Run 1, metal 1:
Bar = 20 um. Supply wires on this layer in gray.
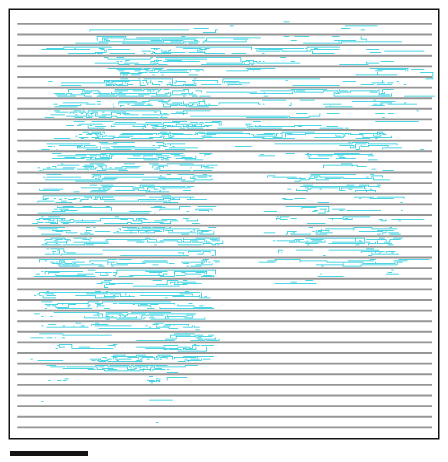
Run 1, signal wires on met2:
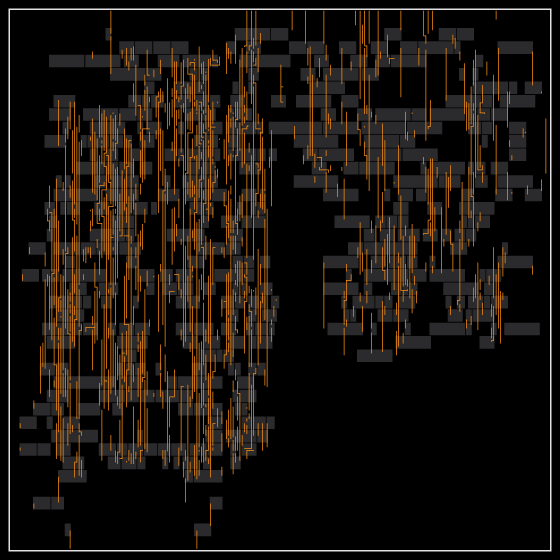
Run 1, M3 wires:
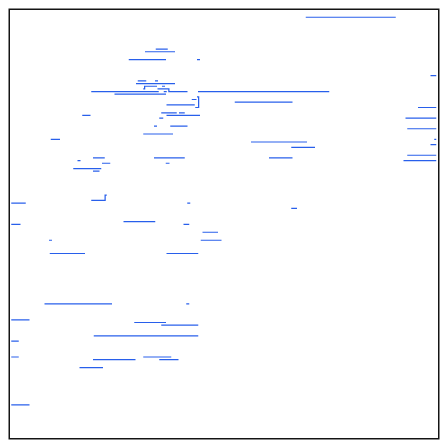
===== src/rtl/synth_pkg.sv =====
// Shared constants, FSM state type and pitch/glide helpers for the note phase sequencer.
package synth_pkg;

  localparam int unsigned NOTE_W = 7;
  localparam int unsigned INC_W  = 16;
  localparam int unsigned CTRL_W = 4;
  localparam int unsigned CNT_W  = 16;

  localparam logic [CTRL_W-1:0] PHASE_CTRL_HOLD = 4'b0000;
  localparam logic [CTRL_W-1:0] PHASE_CTRL_LOAD = 4'b1001;
  localparam logic [CTRL_W-1:0] PHASE_CTRL_STEP = 4'b0001;

  typedef enum logic [1:0] {
    ST_IDLE = 2'd0,
    ST_LOAD = 2'd1,
    ST_RUN  = 2'd2
  } seq_state_e;

  // Top-octave increments for the twelve semitones, C upward.
  function automatic logic [INC_W-1:0] base_lut(input logic [3:0] semi);
    logic [INC_W-1:0] base;
    case (semi)
      4'd0:    base = 16'd32768;
      4'd1:    base = 16'd34716;
      4'd2:    base = 16'd36781;
      4'd3:    base = 16'd38968;
      4'd4:    base = 16'd41285;
      4'd5:    base = 16'd43740;
      4'd6:    base = 16'd46341;
      4'd7:    base = 16'd49097;
      4'd8:    base = 16'd52016;
      4'd9:    base = 16'd55109;
      4'd10:   base = 16'd58386;
      4'd11:   base = 16'd61858;
      default: base = 16'd32768;
    endcase
    return base;
  endfunction

  // Move cur toward tgt by rate without overshooting; rate 0 jumps straight to tgt.
  function automatic logic [INC_W-1:0] glide_step(input logic [INC_W-1:0] cur,
                                                  input logic [INC_W-1:0] tgt,
                                                  input logic [7:0]       rate);
    logic [INC_W-1:0] gap;
    logic [INC_W-1:0] nxt;
    gap = (cur < tgt) ? (tgt - cur) : (cur - tgt);
    if (rate == 8'd0 || gap <= INC_W'(rate)) begin
      nxt = tgt;
    end else if (cur < tgt) begin
      nxt = cur + INC_W'(rate);
    end else begin
      nxt = cur - INC_W'(rate);
    end
    return nxt;
  endfunction

endpackage


===== src/rtl/note_to_inc.sv =====
// Combinational note number to 16-bit phase increment (semitone table shifted per octave).
module note_to_inc (
  input  logic [6:0]  note_num,
  output logic [15:0] inc_c
);
  import synth_pkg::*;

  logic [3:0] octave_c;
  logic [3:0] semi_c;
  logic [3:0] shift_c;

  always_comb begin
    octave_c = 4'(note_num / 7'd12);
    semi_c   = 4'(note_num % 7'd12);
    shift_c  = 4'd10 - octave_c;
    inc_c    = base_lut(semi_c) >> shift_c;
  end

endmodule


===== src/rtl/note_phase_seq.sv =====
// Note sequencer driving a downstream phase accumulator: load on new note, step once per sample tick.
// Optional NOTE_GLIDE_EN adds glide_rate and portamento between notes while sounding.
module note_phase_seq #(
  parameter int unsigned TICK_DIV = 1024
) (
  input  logic        clk,
  input  logic        reset,
  input  logic        note_valid,
  output logic        note_ready,
  input  logic [6:0]  note_num,
  input  logic        note_off,
`ifdef NOTE_GLIDE_EN
  input  logic [7:0]  glide_rate,
`endif
  output logic [3:0]  phase_ctrl,
  output logic [15:0] phase_data,
  output logic        active
);
  import synth_pkg::*;

  seq_state_e        state_q, state_d;
  logic [CNT_W-1:0]  cnt_q, cnt_d;
  logic [CTRL_W-1:0] phase_ctrl_q, phase_ctrl_d;
  logic [INC_W-1:0]  phase_data_q, phase_data_d;
  logic              active_q, active_d;
  logic              note_ready_q, note_ready_d;
  logic [INC_W-1:0]  inc_c;
  logic              tick_c;
  logic              accept_c;
`ifdef NOTE_GLIDE_EN
  logic [INC_W-1:0]  target_q, target_d;
  logic              pend_q, pend_d;
`endif

  note_to_inc u_note_to_inc (
    .note_num (note_num),
    .inc_c    (inc_c)
  );

  assign tick_c   = (cnt_q == CNT_W'(TICK_DIV - 1));
  assign accept_c = note_valid && note_ready_q;

  // Next-state and registered-output decode; steps are emitted the cycle after a tick seen in RUN.
  always_comb begin
    cnt_d        = tick_c ? '0 : cnt_q + CNT_W'(1);
    state_d      = state_q;
    phase_ctrl_d = PHASE_CTRL_HOLD;
    phase_data_d = phase_data_q;
`ifdef NOTE_GLIDE_EN
    target_d     = accept_c ? inc_c : target_q;
    pend_d       = 1'b0;
`endif
    case (state_q)
      ST_IDLE: begin
        if (accept_c) begin
          state_d      = ST_LOAD;
          phase_ctrl_d = PHASE_CTRL_LOAD;
          phase_data_d = inc_c;
        end
      end
      ST_LOAD: begin
        state_d = ST_RUN;
      end
      ST_RUN: begin
`ifdef NOTE_GLIDE_EN
        // A new note only retargets the glide; the pending load follows the step that set it.
        if (note_off && !accept_c) begin
          state_d = ST_IDLE;
        end else if (pend_q) begin
          phase_ctrl_d = PHASE_CTRL_LOAD;
          phase_data_d = glide_step(phase_data_q, target_d, glide_rate);
        end else if (tick_c) begin
          phase_ctrl_d = PHASE_CTRL_STEP;
          pend_d       = (phase_data_q != target_d);
        end
`else
        if (accept_c) begin
          state_d      = ST_LOAD;
          phase_ctrl_d = PHASE_CTRL_LOAD;
          phase_data_d = inc_c;
        end else if (note_off) begin
          state_d = ST_IDLE;
        end else if (tick_c) begin
          phase_ctrl_d = PHASE_CTRL_STEP;
        end
`endif
      end
      default: begin
        state_d = ST_IDLE;
      end
    endcase
    note_ready_d = (state_d != ST_LOAD);
    // A retrigger keeps the note sounding through its reload cycle.
    active_d     = (state_d == ST_RUN) || (state_d == ST_LOAD && state_q == ST_RUN);
  end

  always_ff @(posedge clk) begin
    if (reset) begin
      state_q      <= ST_IDLE;
      cnt_q        <= '0;
      phase_ctrl_q <= PHASE_CTRL_HOLD;
      phase_data_q <= '0;
      active_q     <= 1'b0;
      note_ready_q <= 1'b0;
`ifdef NOTE_GLIDE_EN
      target_q     <= '0;
      pend_q       <= 1'b0;
`endif
    end else begin
      state_q      <= state_d;
      cnt_q        <= cnt_d;
      phase_ctrl_q <= phase_ctrl_d;
      phase_data_q <= phase_data_d;
      active_q     <= active_d;
      note_ready_q <= note_ready_d;
`ifdef NOTE_GLIDE_EN
      target_q     <= target_d;
      pend_q       <= pend_d;
`endif
    end
  end

  assign phase_ctrl = phase_ctrl_q;
  assign phase_data = phase_data_q;
  assign active     = active_q;
  assign note_ready = note_ready_q;

endmodule


===== config.mk =====
export PLATFORM = sky130hd
export DESIGN_NAME = note_phase_seq
export DESIGN_NICKNAME = d
export VERILOG_FILES = /design/src/rtl/synth_pkg.sv /design/src/rtl/note_to_inc.sv /design/src/rtl/note_phase_seq.sv
export SDC_FILE = /design/constraint.sdc
export NUM_CORES = 1
export LEC_CHECK = 0
export CAP_MARGIN = 20
export CORE_MARGIN = 1.5
export CORE_UTILIZATION = 32
export CTS_BUF_LIST = sky130_fd_sc_hd__clkbuf_8 sky130_fd_sc_hd__clkbuf_16
export CTS_CLUSTER_SIZE = 30
export DETAILED_ROUTE_END_ITERATION = 10
export PLACE_DENSITY = 0.5
export RECOVER_POWER = 100
export SYNTH_ARGS = -nofsm -noshare
export SYNTH_HDL_FRONTEND = slang
export SYNTH_HIERARCHICAL = 1
export SYNTH_SLANG_ARGS = --single-unit

===== constraint.sdc =====
create_clock -name clk -period 9.6 [get_ports clk]
set_input_delay 2.4 -clock clk [delete_from_list [all_inputs] [get_ports clk]]
set_output_delay 2.4 -clock clk [all_outputs]
set_load 0.01 [all_outputs]

==> results.txt, run 1 <==
The synthesis and place-and-route flow finished, so here is a summary.

The slack of the worst reg-to-reg path came out at 7.18 ns. The post-detailed-route via-to-cell ratio came out at 5.894. The number of placed instances, taps included, is 577. TritonCTS built the clock tree. The count of non-CTS buffers in the layout came out at 36. The leading cell type in the layout, fill and taps excluded is sky130_fd_sc_hd__nor2_1. The post-synth area from yosys stat is 3638 sq um. The post-synthesis sequential area ratio came out at 20.91%. The proportion of final cell area spent on non-clock buffers is 8.364%. The destination of the critical timing path is phase_data[0]$_SDFFE_PP0P_. The reported net switching power came out at 0.0002014 W. The run finished, with violations left. Multi-input gates account for 62.96% of the area.

The worst path buffer plus inverter count is 2. Ranking logic cells in the layout by count gives the top entries 43 x sky130_fd_sc_hd__nor2_1, 38 x sky130_fd_sc_hd__dfxtp_1, 26 x sky130_fd_sc_hd__nand2_1, 22 x sky130_fd_sc_hd__dlygate4sd3_1, 19 x sky130_fd_sc_hd__a22o_1. Per the synth stats, the proportion of register bits with asynchronous set or reset is 0%. The path length in cells of the critical path is 13. The worst-case setup margin in the final layout came out at 2.413 ns. The wire length the detailed router placed on met1 is 4.732 mm. Of the total power, the share spent switching nets is 33.65%. The post-route antenna net violation count is 0. The static leakage is 1.527 nW. The number of sequential cells reported for the layout is 38. Looking at the reg2reg group, the worst path ends at phase_data[9]$_SDFFE_PP0P_. The number of multi-input combinational cells came out at 353. The pin count of the biggest net entering global routing came out at 47. The final-report max-slew violation count is 63. The floorplan has 38 rows. The critical path starts at note_num[6]. The shortest clock period the worst path allows after layout is 7.187 ns. In the power breakdown, the internal column shows 0.0003972 W. The clock reaches the later pin of the worst-skew pair after 0.28 ns. The global-route wire length before repair came out at 16.06 mm. Looking at the power breakdown, combinational cells take 35.9% of the total. The pre-CTS setup slack came out at 3.348 ns. The hold path endpoint is cnt_q[0]$_SDFF_PP0_. The register area came out at 760.7 sq um. The final reports fail on capacitance limit, slew limit. The max-capacitance violation count is 2. The launch point of the worst min-delay path is recorded as cnt_q[0]$_SDFF_PP0_.

The initial detailed-routing violation count came out at 302. The total of flip-flops plus latches after synthesis came out at 38. 33 I/O pins were placed. The total grt overflow is 0. The number of optimization iterations in the first detailed-route pass is 5.
Back to the opening pictures, 'metal 1':
longest straight run = 40.9 um
wire length on this layer = 4730 um

Back to the opening pictures, 'signal wires on met2':
longest straight run = 52.0 um
wire length on this layer = 4560 um

Back to the opening pictures, 'M3 wires':
nets with wire on the layer = 51
longest straight run = 33.4 um
main direction = horizontal
share of all routed wire = 4.2%
wire length on this layer = 416 um

[run 1: cells in the mapped netlist (11+ instances only)]
master                     number  area (sq um)
sky130_fd_sc_hd__a21oi_1       15         75.07
sky130_fd_sc_hd__o211ai_1      14         105.1
sky130_fd_sc_hd__a22o_1        19         166.4
sky130_fd_sc_hd__dfxtp_1       38         760.7
sky130_fd_sc_hd__mux2i_1       12         120.1
sky130_fd_sc_hd__xnor2_1       12         105.1
sky130_fd_sc_hd__buf_2         17         85.08
sky130_fd_sc_hd__o21ai_0       12         60.06
sky130_fd_sc_hd__nand2_1       25         93.84
sky130_fd_sc_hd__nor2_1        42         157.7
sky130_fd_sc_hd__xor2_1        11         96.34
Run 1, the metal 4 layer:
Supply wires on this layer in gray.
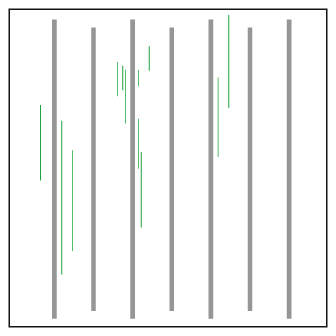

==> run 2: changes to the inputs <==
Settings changed: PLACE_DENSITY 0.5 to 0.52.
Clock period 9.6 ns to 6.4 ns, I/O delays scaled along.
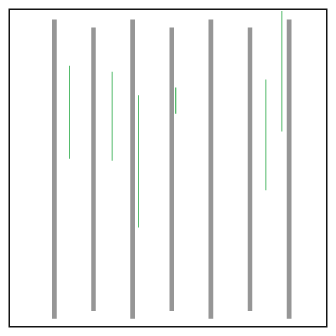
Run 2: the metal 4 layer
Supply wires on this layer in gray.
longest straight run = 45.6 um
main direction = vertical
wire length reported by the detailed router: 9.993 mm
DR vias: 3454

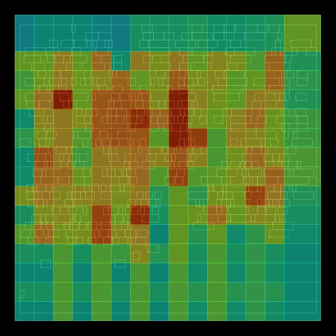
Run 2: routing congestion map
post-layout util: 37.24%
global route hottest layer: met2

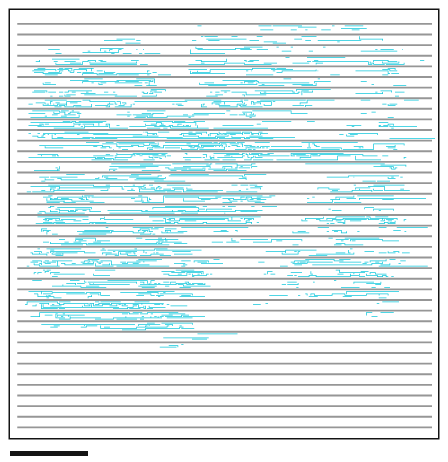
Run 2: metal 1
Bar = 20 um. Supply wires on this layer in gray.
GRT met1 Usage: 22.62%

==> results.txt, run 2 <==
The synthesis and place-and-route flow finished, so here is a summary.

The slack of the worst reg-to-reg path came out at 4.14 ns. The placement row count is 38. The power report shows net switching accounting for 33.22% of the total.

The total routing usage reported by global routing is 17.00%. The proportion of final cell area spent on non-clock buffers is 8.810%. The script extracted a net switching power of 0.0002967 W. The number of optimization iterations in the first detailed-route pass is 5. For this run, combinational gates with multiple inputs come to 353. The global-route wire length before repair is 16.18 mm. Per the cell usage report, the commonest logic cell in the layout is sky130_fd_sc_hd__nor2_1.

The share of power burned in combinational logic came out at 36.1%. The total overflow left after global routing is 0. The pre-CTS setup slack is 1.063 ns. The top-level port count came out at 33. The fraction of synthesized cell area taken by the top area cell type is 20.91%.

The worst-case setup margin in the final layout is 0.9170 ns. The filler cells instantiated in the layout total 1125. The worst reg2reg path endpoint is phase_data[13]$_SDFFE_PP0P_.

The count of non-CTS buffers in the layout came out at 38. For the finished layout, the period the worst path requires is 5.483 ns. The post-synthesis sequential area ratio came out at 20.91%. The flip-flop and latch share of the layout cell area came out at 18.60%. The critical path data required time came out at 6.57 ns. The final-report max-slew violation count is 20. Buffers inserted during clock tree synthesis total 5. The initial detailed-routing violation count is 283. The run finished, with violations left. The post-synth area from yosys stat is 3638 sq um.

The final reports fail on capacitance limit, slew limit. The register area came out at 760.7 sq um. The cell-internal power came out at 0.0005965 W.

The mean instance size in the synthesized netlist is 8.307 sq um. Per the run summary, max-cap violations total 1. The layout report gives the multi-input gate share of total cell area as 62.56%. Summing all multi-input logic gate instances after layout gives 2559 sq um.

The post-detailed-route via-to-cell ratio is 5.874. Per the post-route antenna check, the number of violating nets is 0. The worst path buffer plus inverter count came out at 2. Counting buffers and inverters, the worst setup path is 10 cells deep.

Counting instances in the post-synthesis netlist gives the leading cell types as 42 x sky130_fd_sc_hd__nor2_1, 38 x sky130_fd_sc_hd__dfxtp_1, 25 x sky130_fd_sc_hd__nand2_1, 19 x sky130_fd_sc_hd__a22o_1, 17 x sky130_fd_sc_hd__buf_2. The number of sequential storage elements came out at 38. TritonCTS built the clock tree. The cell with the most instances after synthesis is sky130_fd_sc_hd__nor2_1.

The cell total after placement is 580. The destination of the critical timing path is phase_data[2]$_SDFFE_PP0P_. In this run the worst setup path begins at note_num[3]. STA lists the startpoint of the worst hold path as cnt_q[0]$_SDFF_PP0_.

For reference, the top cells by area after synthesis are sky130_fd_sc_hd__dfxtp_1 21%, sky130_fd_sc_hd__a22o_1 4.6%, sky130_fd_sc_hd__nor2_1 4.3%, sky130_fd_sc_hd__ha_1 3.4%, sky130_fd_sc_hd__mux2i_1 3.3%. Looking at area per cell type in the netlist, the leader is sky130_fd_sc_hd__dfxtp_1.
## run 2: cell count changes in the layout (fill, tap and decap cells not counted)
cell / before / now
sky130_fd_sc_hd__a211oi_4: 2 / 1
sky130_fd_sc_hd__o21ai_1: 2 / 1
sky130_fd_sc_hd__and4bb_1: 0 / 1
sky130_fd_sc_hd__o21ai_0: 12 / 13
sky130_fd_sc_hd__a211oi_1: 6 / 7
sky130_fd_sc_hd__buf_4: 5 / 8
sky130_fd_sc_hd__clkbuf_1: 1 / 0
sky130_fd_sc_hd__and4bb_2: 1 / 0
## run 2: kinds of logic after synthesis
kind of cell	after synthesis	synth area share (%)
compound gates	153	34.90
simple gates	150	23.01
buf+inv	48	7.600
flops	38	20.91
xor+xnor	25	6.431
mux	13	3.611
fa+ha+maj	10	3.439
other cells	1	0.1031
No activity file was given, so power comes from the tool's default toggle rates.
